==> config.mk <==
export PLATFORM = sky130hd
export DESIGN_NAME = serial_frame_receiver
export DESIGN_NICKNAME = d
export VERILOG_FILES = /design/src/rtl/serial_frame_receiver.sv
export SDC_FILE = /design/constraint.sdc
export NUM_CORES = 1
export LEC_CHECK = 0
export CORE_ASPECT_RATIO = 0.75
export CORE_UTILIZATION = 44
export DETAILED_ROUTE_END_ITERATION = 6
export MAX_ROUTING_LAYER = met4
export PLACE_DENSITY = 0.77
export SYNTH_ARGS = -nofsm -noshare
export SYNTH_HDL_FRONTEND = slang
export SYNTH_SLANG_ARGS = --single-unit
==> constraint.sdc <==
create_clock -name cp -period 1.96 [get_ports cp]
set_clock_uncertainty 0.2 [all_clocks]
set_input_delay 0.196 -clock cp [delete_from_list [all_inputs] [get_ports cp]]
set_output_delay 0.196 -clock cp [all_outputs]
set_load 0.03 [all_outputs]
Figure 1. Signal wires on met1.
Cells faint in the background.
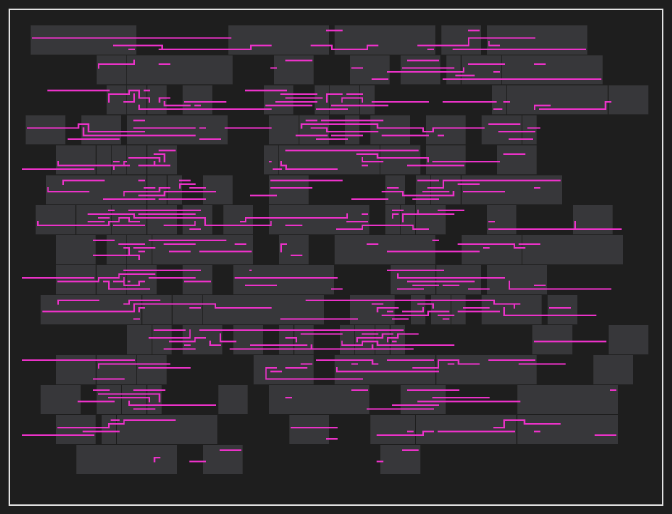
main direction = horizontal
nets with wire on the layer = 125
met1 Use GR: 0.241
Total Routed Length: 2160 um
routed via count: 814

Figure 2. The metal 2 layer.
Scale bar: 20 um.
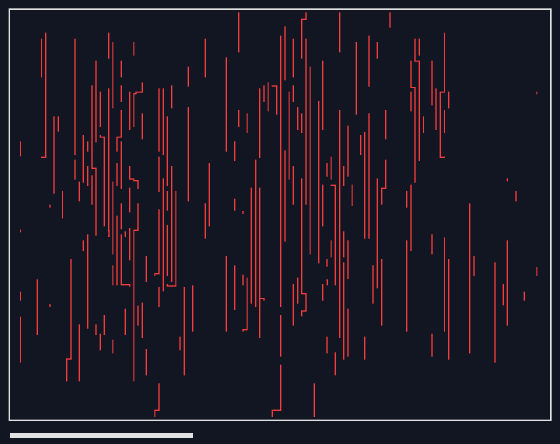
share of all routed wire = 46%
wire length on this layer = 997 um
longest straight run = 29.6 um
GR Util met2: 0.309

Figure 3. M3 wires.
Scale bar: 20 um.
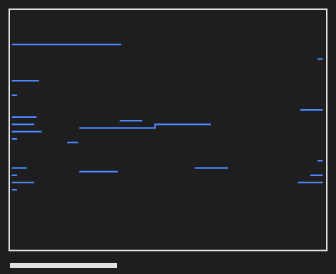
nets with wire on the layer = 20
longest straight run = 20.2 um
main direction = horizontal
global routing met3 resource utilization: 0.0602

==> notes.md <==
run metrics: drt wl/cell roughly 13 um, Power Internal 0.000779 W, PostCTS Resize Cnt 0, combinational group share of total power 0.116, required time of the worst setup path 1.56 ns, final hold violation count 0, cts hold-fix bufs 0, Syn Nets 102, Worst slew margin 0.745, 1st-pass router iterations 4, chip area in the Yosys report approximately 1100 um^2, R2R cell count 5, number of global-route vias before repair 802, post-route ant nets 0, Warnings, synthesis 0, Synth Instances 93, Max Fanout on Critical Path 4, initial antenna violation count 0, MI comb area ~450 um^2, Nets 138, most frequent cells in the layout dfrtp_1 (22), clkdlybuf4s50_1 (22), nor2_1 (13), buf_4 (13), mux2i_1 (8), die height 44.9 um, number of inserted diodes 0, Max clock buf depth 2, GRT Util Overall 0.191, Post-route DRC 0, Setup violations, final 0, Sw Share 0.227, post-route minimum period 1.91 ns, cycle use final 0.977, TritonCTS Buffers 3, CTS tree done, number of port buffers 22, Slew @ Worst Pin roughly 0.38 ns, Starting DRT DRC Count 10, die area around 2700 um^2, P&R area growth vs syn 37.6%, layout cells sized above 1 0.250, mapped cell area 1080 um^2, largest net degree at the start of global routing 25, Max-Cap Viols 0, FP Rows 15, crit-path cells buf_4 > clkdlybuf4s50_1, post-CTS setup buffer count 0, CP peak stage delay 0.67 ns, synth unique cells 25, Floorplan Utilization 0.467, vias per inst approximately 5.0, final hold slack 0.0192 ns, RSZ-0062 raised after global routing no, final worst setup slack roughly 0.046 ns, Slew Limit Fails 0, data arrival time of the worst path 1.52 ns, worst hold path class input port to async pin, switching power 0.000229 W, Clock Sinks 24, clk slew on worst S/H paths roughly 0.14 ns, width of the die 59.2 um, Placer Congestion 0.791, largest cells by area after synthesis dfrtp_1 (56%), mux2i_1 (7.4%), mux2_4 (5.6%), syn avg cell area 11.6 um^2, GR Overflow Total 0, CP startpoint kind flip-flop, Core Box Area 2310 um^2, Peak Freq 522 MHz, status finished, final reports clean, ys cells 93, R2R Setup Slk 0.07 ns, Synth flops 24, peak supply drop 455 uV, Setup WS pre-CTS -0.111 ns, Late-Pin Clk Latency 0.32 ns, largest area contributor in the netlist dfrtp_1, post-DP HPWL 1530 um, Top-area cell share 0.557, Fill cells 198
synthesized netlist by cell type:
cell / number
or3_2: 1
nand3b_1: 2
mux2_2: 5
xor2_1: 1
clkbuf_1: 3
or4_2: 1
nand3_1: 3
o22ai_1: 1
a211oi_1: 4
mux2_4: 4
and2_0: 1
ha_1: 1
o21a_1: 1
inv_1: 5
nor3_1: 4
buf_6: 1
nor2_1: 13
nand2b_1: 1
nand2_2: 1
mux2i_1: 8
dfrtp_1: 24
or4b_1: 1
a21oi_1: 3
o21ai_0: 1
nand2_1: 3
cells by family (layout without fill, tap and decap cells):
family,count (synthesis),count (layout),synth area share
AND/OR/NAND/NOR,31,31,0.144
multiplexers,17,17,0.182
flip-flops,24,24,0.557
adder cells (fa/ha/maj),1,1,0.0116
XOR/XNOR,1,1,0.00812
AND-OR/OR-AND,10,10,0.0592
buffers and inverters,9,44,0.0383
metal layers:
layer  wire length (um)  track usage  up-vias
met5                  0            -        -
li1                   -            -      393
met2                996        0.309       25
met4                 14       0.0286        0
met1               1040        0.241      394
met3                103       0.0602        2
metrics by stage:
| step | setup TNS [ns] | total power, W | utilization | area (um^2) | instances |
|---|---|---|---|---|---|
| 6_report | 0 | 0.00101 | 0.643 | 1480 | 162 |
| 5_1_grt | 0 | 0.00106 | 0.643 | 1480 | 162 |
| 3_5_place_dp | -0.695 | 0.000659 | 0.620 | 1430 | 158 |
| 2_1_floorplan | -0.197 | 0.000601 | - | 1090 | 93 |
| 3_3_place_gp | -0.560 | 0.000656 | 0.620 | 1430 | 158 |
| 4_1_cts | 0 | 0.00103 | 0.643 | 1480 | 162 |
critical path: cells and delay by family (launching register included):
kind / cells / cell delay (ns)
buf+inv: 2 / 0.80
flops: 1 / 0.41
power groups by stage:
stage          combinational (W)  sequential [W]  clock, W
2_1_floorplan          0.0000608        0.000540         0
3_3_place_gp            0.000116        0.000541         0
3_5_place_dp            0.000117        0.000541         0
4_1_cts                 0.000118        0.000532  0.000375
5_1_grt                 0.000130        0.000534  0.000393
6_report                0.000117        0.000532  0.000359
layout make-up:
type                    instances  area share
flip-flops and latches         24       0.406
well taps                      34      0.0287
multi-input cells              60       0.303
inverters                       5      0.0126
clock inverters                 1      0.0202
clock buffers                   3      0.0152
repair buffers                 35       0.214
Power and IR drop assume default switching activity.
